`src/rtl/rv_fetch_pkg.sv`:
```
// Shared types and constants for the RV32 instruction-fetch front end.
package rv_fetch_pkg;

  typedef enum logic {
    RUN   = 1'b0,
    FAULT = 1'b1
  } fetch_state_t;

  localparam int unsigned INSTR_W = 32;
  localparam int unsigned PC_W    = 32;
  localparam logic [PC_W-1:0] RESET_PC_DEFAULT = 32'h0000_0000;

  // A fetchable PC is word aligned and addresses a word that exists in the ROM.
  function automatic logic pc_fetchable(input logic [PC_W-1:0] pc, input int unsigned addr_w);
    return (pc[1:0] == 2'b00) && ((pc >> (addr_w + 2)) == '0);
  endfunction

endpackage

```
`src/rtl/fetch_pc_gen.sv`:
```
// Program counter register with redirect / +4 / hold next-PC selection and
// an alignment/range check on the current PC.
module fetch_pc_gen
  import rv_fetch_pkg::*;
#(
  parameter int unsigned     ADDR_W   = 12,
  parameter logic [PC_W-1:0] RESET_PC = RESET_PC_DEFAULT
) (
  input  logic            clk,
  input  logic            rst_n,
  input  logic            redirect_valid_i,
  input  logic [PC_W-1:0] redirect_pc_i,
  input  logic            advance_i,
  output logic [PC_W-1:0] pc_o,
  output logic            pc_ok_o
);

  logic [PC_W-1:0] pc_q, pc_d;

  always_comb begin
    pc_d = pc_q;
    if (redirect_valid_i)
      pc_d = redirect_pc_i;
    else if (advance_i)
      pc_d = pc_q + 32'd4;
  end

  always_ff @(posedge clk or negedge rst_n) begin
    if (!rst_n)
      pc_q <= RESET_PC;
    else
      pc_q <= pc_d;
  end

  assign pc_o    = pc_q;
  assign pc_ok_o = pc_fetchable(pc_q, ADDR_W);

endmodule

```
`src/rtl/instr_fetch.sv`:
```
// Instruction-fetch initiator: drives the ROM word address from the PC and
// registers the returned word toward decode with a valid/ready handshake.
//
//   state | meaning
//   RUN   | fetching; a word is captured whenever the output slot is free
//   FAULT | fetch halted on a misaligned or out-of-range PC; left only by redirect or reset
module instr_fetch
  import rv_fetch_pkg::*;
#(
  parameter int unsigned     ADDR_W   = 12,
  parameter logic [PC_W-1:0] RESET_PC = RESET_PC_DEFAULT
) (
  input  logic               clk,
  input  logic               rst_n,
  output logic [ADDR_W-1:0]  rom_addr,
  input  logic [INSTR_W-1:0] rom_data,
  input  logic               redirect_valid,
  input  logic [PC_W-1:0]    redirect_pc,
  output logic               out_valid,
  input  logic               out_ready,
  output logic [INSTR_W-1:0] out_instr,
  output logic [PC_W-1:0]    out_pc,
  output logic               fetch_fault
);

  fetch_state_t       state_q;
  logic               out_valid_q;
  logic [INSTR_W-1:0] out_instr_q;
  logic [PC_W-1:0]    out_pc_q;
  logic               fault_q;

  logic [PC_W-1:0]    pc;
  logic               pc_ok;
  logic               load;

  assign load = (state_q == RUN) && !redirect_valid && (!out_valid_q || out_ready);

  fetch_pc_gen #(
    .ADDR_W   (ADDR_W),
    .RESET_PC (RESET_PC)
  ) u_pc_gen (
    .clk              (clk),
    .rst_n            (rst_n),
    .redirect_valid_i (redirect_valid),
    .redirect_pc_i    (redirect_pc),
    .advance_i        (load && pc_ok),
    .pc_o             (pc),
    .pc_ok_o          (pc_ok)
  );

  assign rom_addr = pc[ADDR_W+1:2];

  // Redirect flushes the output slot even if decode takes the word this cycle.
  always_ff @(posedge clk or negedge rst_n) begin
    if (!rst_n) begin
      state_q     <= RUN;
      out_valid_q <= 1'b0;
      out_instr_q <= '0;
      out_pc_q    <= '0;
      fault_q     <= 1'b0;
    end else if (redirect_valid) begin
      state_q     <= RUN;
      out_valid_q <= 1'b0;
      fault_q     <= 1'b0;
    end else if (load) begin
      if (pc_ok) begin
        out_instr_q <= rom_data;
        out_pc_q    <= pc;
        out_valid_q <= 1'b1;
      end else begin
        state_q     <= FAULT;
        out_valid_q <= 1'b0;
        fault_q     <= 1'b1;
      end
    end
  end

  assign out_valid   = out_valid_q;
  assign out_instr   = out_instr_q;
  assign out_pc      = out_pc_q;
  assign fetch_fault = fault_q;

endmodule

```
`config.mk`:
```
export PLATFORM = sky130hd
export DESIGN_NAME = instr_fetch
export DESIGN_NICKNAME = d
export VERILOG_FILES = /design/src/rtl/rv_fetch_pkg.sv /design/src/rtl/fetch_pc_gen.sv /design/src/rtl/instr_fetch.sv
export SDC_FILE = /design/constraint.sdc
export NUM_CORES = 1
export LEC_CHECK = 0
export CAP_MARGIN = 40
export CORE_UTILIZATION = 42
export CTS_BUF_LIST = sky130_fd_sc_hd__clkbuf_4
export DETAILED_ROUTE_END_ITERATION = 8
export PLACE_DENSITY = 0.79
export SLEW_MARGIN = 25
export SYNTH_ARGS = -nofsm -noshare
export SYNTH_HDL_FRONTEND = slang
export SYNTH_SLANG_ARGS = --single-unit
```
`constraint.sdc`:
```
create_clock -name clk -period 2.5 [get_ports clk]
set_clock_uncertainty 0.05 [all_clocks]
set_input_delay 0.375 -clock clk [delete_from_list [all_inputs] [get_ports clk]]
set_output_delay 0.375 -clock clk [all_outputs]
set_load 0.005 [all_outputs]
```
Zoomed window:
The bar under the picture is 5 um long. Window x 40 to 60, y 60 to 80 um. Cells in gray, sequential cells in the stronger gray; small squares are vias.
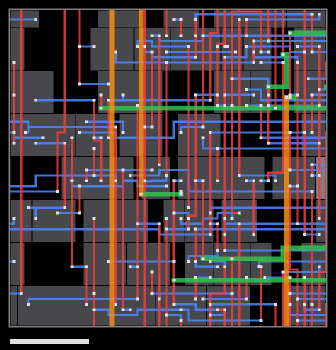
met2: in red. met4: in orange. met3: in green. met1: in blue.
Sequential cells in the window: 0. 36 logic cells have their middle in the window. Most frequent: buf_4 (10), nand2_1 (3), or3_1 (3).

Routed metal per tile:
20 x 20 tiles, from white (low) to dark blue (high), scaled to the fullest tile. Values are wire area over tile area, all layers added.
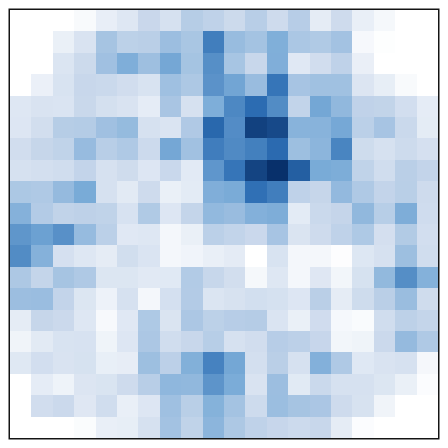
The densest ninth of the die: north. The fullest tile reaches 0.58. 9.0% of the tiles are over half the peak. 7.7% of the tiles are nearly empty. The emptiest ninth of the die: south-west.
WL per Instance: 16.57 um
overall routed net length: 9810 um
vias: 3032
combined global-route utilization of all metal layers: 0.2056

Selected gate families:
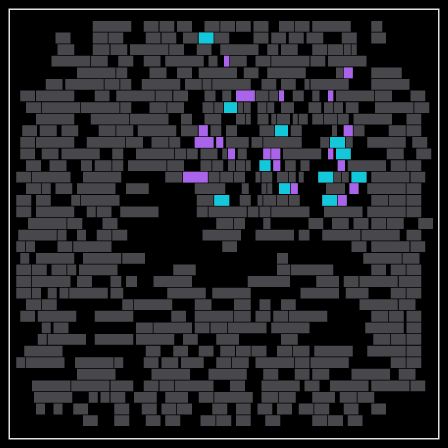
NOR gates: in purple, cells 19, most used nor3_1. AND-OR and OR-AND gates: in cyan, cells 11, most used a221o_1.
share of the final layout cell area in multi-input gates: 0.2518
most common logic cell in the routed design: sky130_fd_sc_hd__clkdlybuf4s50_1
number of cells in the finished layout apart from fillers: 592

==> out/results.env <==
RESULT_OF_THE_RUN='completed'
CP_CELL_SEQUENCE='or4_4 -> or4_4 -> nor3_4 -> buf_6 -> buf_12 -> mux2_1'
WORST-SETUP-PATH-TYPE='flip-flop to flip-flop'
YS_DOMINANT_REG_CELL='sky130_fd_sc_hd__dfrtp_1'
POST_SYNTH_MAIN_AREA_CONTRIBUTORS='sky130_fd_sc_hd__dfrtp_1, sky130_fd_sc_hd__mux2_2, sky130_fd_sc_hd__mux2_1'
TIGHTESTPINTRANSITION_NS=0.5135
OPENROAD.WARNINGS=29
GRT_SETUP_UNREPAIRED='true'
SYN_AREA_SQ_MM=0.004068
YOSYS_REGISTER_BITS=98
HOLD_WS_NS=0.3183
SYNTH_SIMPLE_GATE_AREA_SHARE=0.1067
MAX_SLEW_MARGIN=0.6550
POST-PLACE-CELLS=570
DRT_ITER0_MARKERS=143
ANT_NETS=0
CP_TOP_FAMILY='simple AND/OR/NAND/NOR gates'
DPL-INSTANCE-AREA_SQ_MM=0.005693
PIN_COUNT=146
DPL.HPWL_UM=6903
CLOCK.FMAX_GHz=0.4073
CP.REQUIRED_NS=2.77
CTSHTREEMAXLEVEL=3
DRCVIOLATIONCOUNT=0
YOSYS.AREA.TOP_TYPE='sky130_fd_sc_hd__dfrtp_1'
SYNTH_CELL_TYPES=41
FINAL.MIN_CLOCK_PERIOD_NS=2.455
DESIGN_AREA_FINAL_SQ_MM=0.006007
MOST_COMMON_CELL='sky130_fd_sc_hd__dfrtp_1'
POWER.IR.VDD_WORST_uV=306.1
CLOCK_SINK_COUNT=98
TIMING.HOLD.WORST.CLASS='input port to async pin'
GRT_PASS1_WL_UM=15810
TIMING.CRITICAL_PATH.FROM_TYPE='flip-flop'
PWR_DENSITY_CELL_mW_PER_MM2=481.2
PLACEABLECOREAREA_SQ_MM=0.009328
I/O pins on the die edge:
The bar under the picture is 20 um long. Pins as bars across the die edge, other pins in gray.
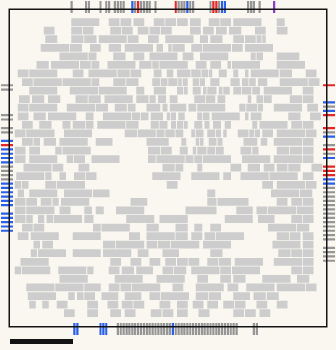
rom_addr: in red, pins 12, direction output, edge 7 east, 4 north, 1 west. out_pc: in blue, pins 32, direction output, edge 16 west, 6 south, 6 east, 4 north. rst_n: in purple, pins 1, direction input, edge north.
All pins by edge: 49 south, 36 north, 34 east, 27 west.
count of input and output buffers: 145
vertical die size: 100.4 um
Die W: 100.4 um

The clock network:
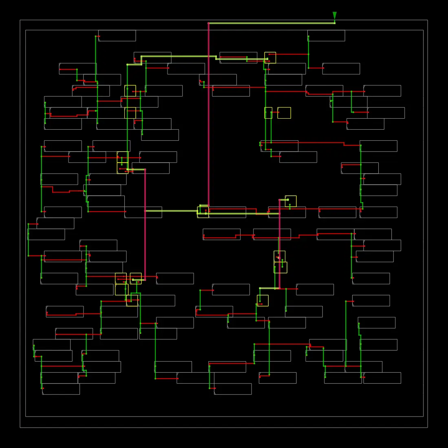
latest clock arrival within the worst-skew pair: 0.44 ns
flip-flop and latch count: 98
Inserted Clock Buffers: 9

-- how the worst max path moves through the flow --
stage,cells after the start,start,endpoint
6_report,6,u_pc_gen.pc_o[29]$_DFFE_PN0P_,out_instr[31]$_DFFE_PN0P_
5_1_grt,6,u_pc_gen.pc_o[29]$_DFFE_PN0P_,out_instr[31]$_DFFE_PN0P_
4_1_cts,6,u_pc_gen.pc_o[25]$_DFFE_PN0P_,out_instr[0]$_DFFE_PN0P_
3_5_place_dp,5,u_pc_gen.pc_o[25]$_DFFE_PN0P_,u_pc_gen.pc_o[10]$_DFFE_PN0P_
3_3_place_gp,5,u_pc_gen.pc_o[19]$_DFFE_PN0P_,out_instr[4]$_DFFE_PN0P_
2_1_floorplan,6,u_pc_gen.pc_o[19]$_DFFE_PN0P_,out_instr[10]$_DFFE_PN0P_
-- report_power, final --
| group | internal [mW] | switching (mW) | leakage (nW) |
|---|---|---|---|
| clock network | 0.235 | 0.526 | 0.0678 |
| registers | 1.66 | 0.0637 | 1.26 |
| logic | 0.264 | 0.140 | 1.26 |
-- cell type report --
cell class	instances	area, sq um
Fill cell	741	3321
Timing Repair Buffer	171	1737
Inverter	6	22.52
Sequential cell	98	2452
Multi-Input combinational cell	172	1513
Tap cell	129	161.4
Clock inverter	5	38.79
Clock buffer	11	82.58
-- metal layers --
| layer | part of all wire | track usage | wire [um] | up-vias |
|---|---|---|---|---|
| met1 | 0.43 | 0.2607 | 4217 | 1518 |
| met2 | 0.50 | 0.3372 | 4881 | 98 |
| met5 | 0 | 0 | 0 | - |
| li1 | - | - | - | 1397 |
| met3 | 0.052 | 0.05432 | 510 | 19 |
| met4 | 0.020 | 0.08027 | 201 | 0 |
Power is estimated from default activity; no workload was simulated.
